[src/rtl/reg_write_arbiter.sv]
// rtl/reg_write_arbiter.sv - two-requester register-file write arbiter with forwarding
module reg_write_arbiter #(
  parameter int DATA_W = 32,
  parameter int ADDR_W = 5
) (
  input  logic              clk,
  input  logic              rst_n,
  input  logic              req0_valid,
  output logic              req0_ready,
  input  logic [ADDR_W-1:0] req0_addr,
  input  logic [DATA_W-1:0] req0_data,
  input  logic              req1_valid,
  output logic              req1_ready,
  input  logic [ADDR_W-1:0] req1_addr,
  input  logic [DATA_W-1:0] req1_data,
  output logic              RegWre,
  output logic [ADDR_W-1:0] wr_addr,
  output logic [DATA_W-1:0] write_data,
  input  logic [ADDR_W-1:0] rd_addr,
  output logic              fwd_hit,
  output logic [DATA_W-1:0] fwd_data,
  output logic [31:0]       pend_mask
);

  typedef enum logic [1:0] {
    AGE_EQ     = 2'd0,
    AGE_B0_OLD = 2'd1,
    AGE_B1_OLD = 2'd2
  } age_t;

  logic              r_v0, r_v1;
  logic [ADDR_W-1:0] r_a0, r_a1;
  logic [DATA_W-1:0] r_d0, r_d1;
  age_t              r_age;
  logic              r_rr;

  logic              w_load0, w_load1;
  logic              w_any, w_both, w_gnt1;
  logic              w_clr0, w_clr1;
  logic              w_nv0, w_nv1;
  age_t              w_age_nxt;
  logic              w_rr_nxt;
  logic              w_hit0, w_hit1, w_use1;

  assign req0_ready = ~r_v0;
  assign req1_ready = ~r_v1;

  // Writes to r0 are accepted but never buffered.
  assign w_load0 = req0_valid & ~r_v0 & (req0_addr != '0);
  assign w_load1 = req1_valid & ~r_v1 & (req1_addr != '0);

  assign w_any  = r_v0 | r_v1;
  assign w_both = r_v0 & r_v1;

  always_comb begin
    w_gnt1 = 1'b0;
    if (r_v1 && !r_v0) begin
      w_gnt1 = 1'b1;
    end else if (w_both) begin
      case (r_age)
        AGE_B0_OLD: w_gnt1 = 1'b0;
        AGE_B1_OLD: w_gnt1 = 1'b1;
        default:    w_gnt1 = (r_a0 == r_a1) ? 1'b0 : r_rr;
      endcase
    end
  end

  assign w_clr0 = r_v0 & ~w_gnt1;
  assign w_clr1 = r_v1 & w_gnt1;
  assign w_nv0  = w_load0 | (r_v0 & ~w_clr0);
  assign w_nv1  = w_load1 | (r_v1 & ~w_clr1);

  always_comb begin
    w_age_nxt = AGE_EQ;
    w_rr_nxt  = r_rr;
    if (w_nv0 && w_nv1) begin
      if (w_load0 && w_load1)  w_age_nxt = AGE_EQ;
      else if (w_load0)        w_age_nxt = AGE_B1_OLD;
      else if (w_load1)        w_age_nxt = AGE_B0_OLD;
      else                     w_age_nxt = r_age;
    end
    if (w_both) begin
      w_rr_nxt = ~w_gnt1;
    end
  end

  always_ff @(posedge clk or negedge rst_n) begin
    if (!rst_n) begin
      r_v0  <= 1'b0;
      r_v1  <= 1'b0;
      r_a0  <= '0;
      r_a1  <= '0;
      r_d0  <= '0;
      r_d1  <= '0;
      r_age <= AGE_EQ;
      r_rr  <= 1'b0;
    end else begin
      r_v0  <= w_nv0;
      r_v1  <= w_nv1;
      if (w_load0) begin
        r_a0 <= req0_addr;
        r_d0 <= req0_data;
      end
      if (w_load1) begin
        r_a1 <= req1_addr;
        r_d1 <= req1_data;
      end
      r_age <= w_age_nxt;
      r_rr  <= w_rr_nxt;
    end
  end

  assign RegWre     = w_any;
  assign wr_addr    = !w_any ? '0 : (w_gnt1 ? r_a1 : r_a0);
  assign write_data = !w_any ? '0 : (w_gnt1 ? r_d1 : r_d0);

  assign w_hit0 = r_v0 && (r_a0 == rd_addr) && (rd_addr != '0);
  assign w_hit1 = r_v1 && (r_a1 == rd_addr) && (rd_addr != '0);
  // On a double hit the younger entry wins; buffer 1 breaks an age tie.
  assign w_use1 = (r_age != AGE_B1_OLD);

  always_comb begin
    fwd_hit  = w_hit0 | w_hit1;
    fwd_data = '0;
    if (w_hit1 && (!w_hit0 || w_use1)) fwd_data = r_d1;
    else if (w_hit0)                   fwd_data = r_d0;
  end

  always_comb begin
    pend_mask = 32'd0;
    if (r_v0) pend_mask = pend_mask | (32'd1 << r_a0);
    if (r_v1) pend_mask = pend_mask | (32'd1 << r_a1);
    pend_mask[0] = 1'b0;
  end

endmodule

[config.mk]
export PLATFORM = sky130hd
export DESIGN_NAME = reg_write_arbiter
export DESIGN_NICKNAME = d
export VERILOG_FILES = /design/src/rtl/reg_write_arbiter.sv
export SDC_FILE = /design/constraint.sdc
export NUM_CORES = 1
export LEC_CHECK = 0
export CAP_MARGIN = 0
export CORE_UTILIZATION = 44
export CTS_BUF_LIST = sky130_fd_sc_hd__clkbuf_16
export CTS_CLUSTER_DIAMETER = 150
export DETAILED_ROUTE_END_ITERATION = 8
export PLACE_DENSITY = 0.87
export SYNTH_ARGS = -nofsm -noshare
export SYNTH_HDL_FRONTEND = slang
export SYNTH_SLANG_ARGS = --single-unit
[constraint.sdc]
create_clock -name clk -period 2.6 [get_ports clk]
set_clock_uncertainty 0.05 [all_clocks]
set_input_delay 0.52 -clock clk [delete_from_list [all_inputs] [get_ports clk]]
set_output_delay 0.52 -clock clk [all_outputs]
set_load 0.05 [all_outputs]
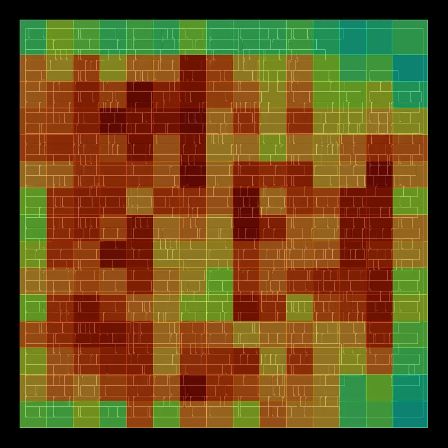
**Above:** track usage over the die.
Avg WL per Cell: 24.72 um
total track usage: 36.61%
Core Util, Final: 85.22%
grt peak-use layer: met2

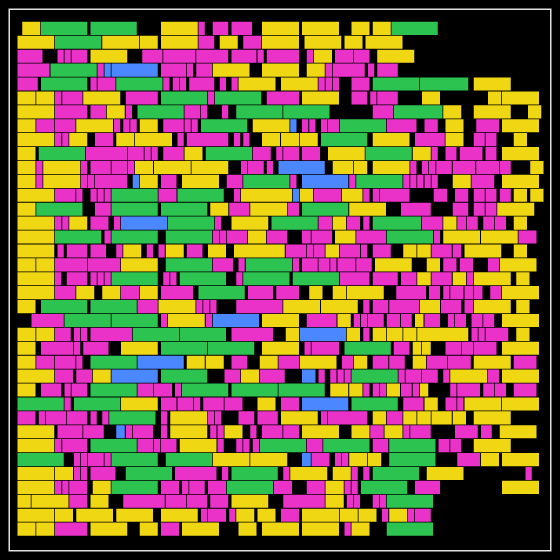
**Above:** placed cells, one color a class.
[green] flip-flops | cells: 79 | share of their area: 23%
[blue] clock drivers and dummy loads | cells: 16 | share of their area: 3.0%
[yellow] other buffers and delay cells | cells: 231 | share of their area: 38%
[magenta] all other logic | cells: 404 | share of their area: 36%
Design Area, Final: 8837 um2
Seq/total area: 22.41%
row count: 37
Core Region: 10370 um2

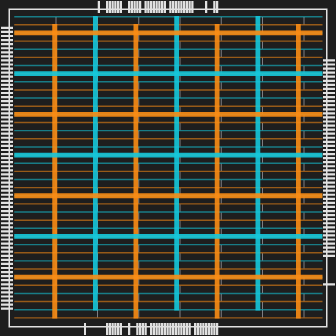
**Above:** PDN straps and rails.
Pins as bars on the die edge. Tap cells in gray.
[cyan] VDD
[orange] VSS
signal pins: 188
met4 straps: 7
met5 straps: 7
met1 rails: 38
tap cells: 136
Peak supply drop: 0.5932 mV
Die Wd: 105.6 um

==> reports/results.ini <==
[outcome]
status = finished with violations
violations = setup timing

[global_route]
grt.overflow.total = 0
grt_util_met1_pct = 40.17
grt_max_degree = 43
grt_first_pass_wirelength_um = 30990
antenna_found_initial = 0
met2_usage_pct = 66.35
grt_pass1_vias = 5574

[drt]
firstDrtPassIters = 5
wl_met2_um = 10870
drc = 0
dr_wl_met3_um = 2072
routed.top_layer = met4
ant_nets = 0
wl_met1_um = 7354
vias_per_cell = 6.282

[final_timing]
final-setup-viol-count = 70
hold_viol_final = 0
finalCriticalPeriod_ns = 2.976
clock.fmax_mhz = 336.0
worstMarginPinSlew_ns = 0.5177
finalWorstSetupSlack_ns = -0.3759

[worst_setup_path]
r2r-end = r_d1[19]
cpMostUsedCell = buf_12
cp_max_fo = 21
cpPeakStageDelay_ns = 0.50
regToRegSetupSlack_ns = 0.64
path_cells = xnor2_2 -> nand4_1 -> or4_4 -> o21a_4 -> buf_12 -> a22o_2 -> buf_12
cp_slowest_cell = or4_4
endpoint_kind = primary output
cp-start-kind = register
cp_top_family = simple AND/OR/NAND/NOR gates
criticalPathCategory = reg -> out
rr_startpoint = r_v1
worstPathRequired_ns = 2.03
path_buffers = 2

[layout]
drive_gt1_share_pct = 45.34
diodes = 0
finalNetCount = 809
syn2layout_area_growth_pct = 87.15
regArea_um2 = 1981
layout_top_cell = nand2_1
fillerInstances = 478
mostFrequentLayoutCells = nand2_1 (161), buf_12 (102), clkdlybuf4s50_1 (77), dfrtp_1 (76), buf_4 (39)

[clock_network]
cts_tree = done
clk_pin_slew_ns = 0.06
clock_path_buffers = 2
htreeDepth = 3
cts_root_buffer = clkbuf_16
cts_buffers = 9

[logic_synthesis]
yosys_area_um2 = 4722
synth_cell_types = 41
synth_area_um2 = 4722
yosysWarnings = 0
ys_cells = 525
synth-seq-cells = 79
syn_inst = 525

[power_and_ir_drop]
pwr-share-seq_pct = 26.5
power_density_nw_per_um2 = 858.0
pwr-share-comb_pct = 58.6
sw_frac_of_total_pct = 44.77
internal-power_uw = 4188
switching_power_uw = 3394
p_leak_uw = 0.003867

[floorplan]
top_level_ports = 188
die_area_um2 = 11150
fp_util_pct = 45.54

[job]
tool_warnings = 30
drv_cap = 0

[placement]
io_buffers = 186

[hold_path]
hp-class = in -> async

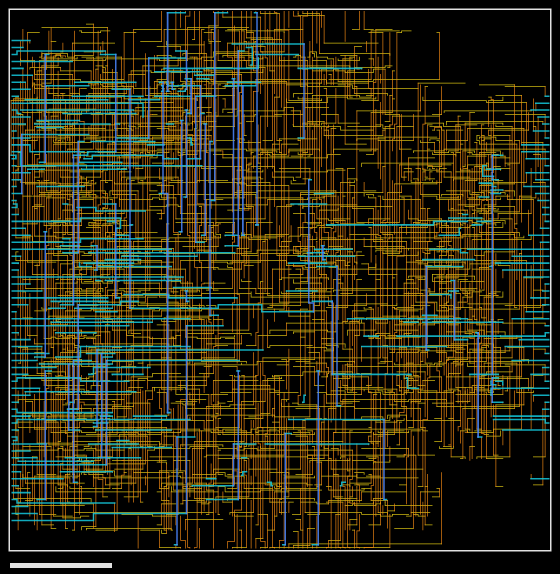
**Above:** metal layers overlaid.
Scale bar: 20 um.
[cyan] met3 | wire length: 2070 um
[yellow] met1 | wire length: 7350 um
[blue] met4 | wire length: 1110 um
[orange] met2 | wire length: 10900 um
DR vias: 5440
routed wire length: 21410 um

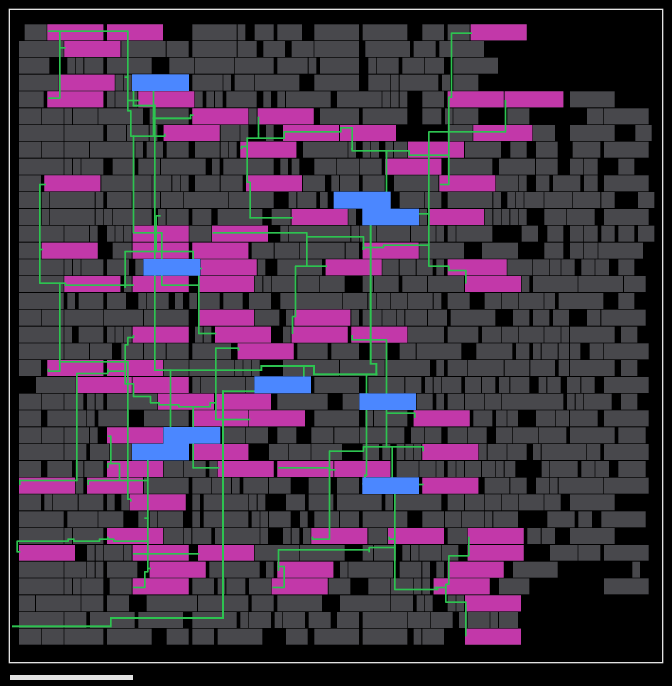
**Above:** clock wires, drivers and flops.
Scale bar: 20 um.
[blue] cells driving clock nets | count: 9
[green] clock wires | length: 1040 um
[magenta] flip-flops | count: 79
routed clock nets: 10
worst skew pair latency: 0.33 ns
Clk power: 1130 uW
Clock Power Share: 14.9%

[sequential cells by signal (all words and copies together), names as in the netlist]
register	cells
r_v1	1
r_rr	1
r_d1	32
r_a1	5
r_v0	1
r_a0	5
r_d0	32
r_age	2
[cell families (layout without fill, tap and decap cells)]
family / Yosys count / in the layout / share of synthesized area [%]
flip-flops: 79 / 79 / 41.87
buffers and inverters: 49 / 252 / 5.538
AND/OR/NAND/NOR: 203 / 203 / 18.36
AND-OR/OR-AND: 112 / 112 / 16.45
XOR/XNOR: 15 / 15 / 2.782
multiplexers: 65 / 65 / 14.65
adder cells (fa/ha/maj): 1 / 1 / 0.2649
other: 1 / 3 / 0.07942
[power groups by stage]
stage	sequential (uW)	clock [uW]	combinational, uW
2_1_floorplan	1740	0	2230
3_3_place_gp	1870	0	3780
3_5_place_dp	1880	0	3900
4_1_cts	1910	1110	4210
5_1_grt	2020	1190	4590
6_report	2010	1130	4450
[metrics by stage]
stage / setup slack (ns) / TNS [ns] / power (uW) / hold slack (ns) / cells
2_1_floorplan: -0.07418 / -1.762 / 3974 / 0.1744 / 527
3_3_place_gp: -0.5348 / -17.10 / 5657 / 0.4356 / 835
3_5_place_dp: -0.5833 / -18.81 / 5781 / 0.4434 / 835
4_1_cts: -0.4650 / -25.06 / 7237 / 0.1221 / 864
5_1_grt: -0.4096 / -23.80 / 7805 / 0.1521 / 866
6_report: -0.3759 / -21.01 / 7582 / 0.1047 / 866
[cell type report]
cell class	count	area share (%)
Tap cell	136	1.926
Multi-Input combinational cell	399	35.45
Clock buffer	9	2.548
Clock inverter	7	0.3681
Sequential cell	79	22.41
Timing Repair Buffer	231	37.04
Inverter	5	0.2548
[worst max path at each step]
stage                          start        endpoint  cells after the start
after floorplan                 r_v0  write_data[10]                      8
after detailed placement  rd_addr[2]    fwd_data[23]                      8
after global routing         r_a1[2]    fwd_data[31]                      7
after CTS                    r_a1[0]    fwd_data[17]                      7
final                        r_a1[3]     fwd_data[7]                      7
after global placement    rd_addr[2]    fwd_data[24]                      8
[Yosys cell counts]
cell type	n	area (um2)
buf_1	1	3.750
a221oi_1	1	8.760
nand2_1	162	608.1
a31oi_1	1	6.260
o21ai_0	34	170.2
dfrtp_1	79	1977
xnor2_1	8	70.07
a31o_2	1	8.760
inv_2	1	3.750
nor2b_1	5	31.28
mux2_2	33	371.6
conb_1	1	3.750
buf_2	14	70.07
buf_4	10	75.07
o31ai_1	1	7.510
nor4_2	1	12.51
xor2_1	7	61.31
or3b_2	2	17.52
nand3b_1	6	45.04
or3_1	2	12.51
nor3_1	2	10.01
or4_4	1	11.26
clkbuf_1	16	60.06
o21a_4	1	15.01
a21oi_2	1	8.760
or4_1	3	22.52
inv_1	4	15.01
o22ai_1	31	193.9
or2_2	1	6.260
nor2_1	6	22.52
nand4_1	3	18.77
o21ai_1	1	5.000
nand3_1	6	30.03
a22o_1	34	297.8
buf_6	3	33.78
a32o_1	5	50.05
mux2i_1	32	320.3
and3_1	1	6.260
a21oi_1	1	5.000
ha_1	1	12.51
nand2b_1	2	12.51
[timing repair]
item	4_1_cts	5_1_grt
gates resized	59	47
setup endpoints to repair	70	82
pin swaps	13	16
hold buffers	0	0
cloned	4	0
setup buffers	10	6
No activity file was given, so power comes from the tool's default toggle rates.
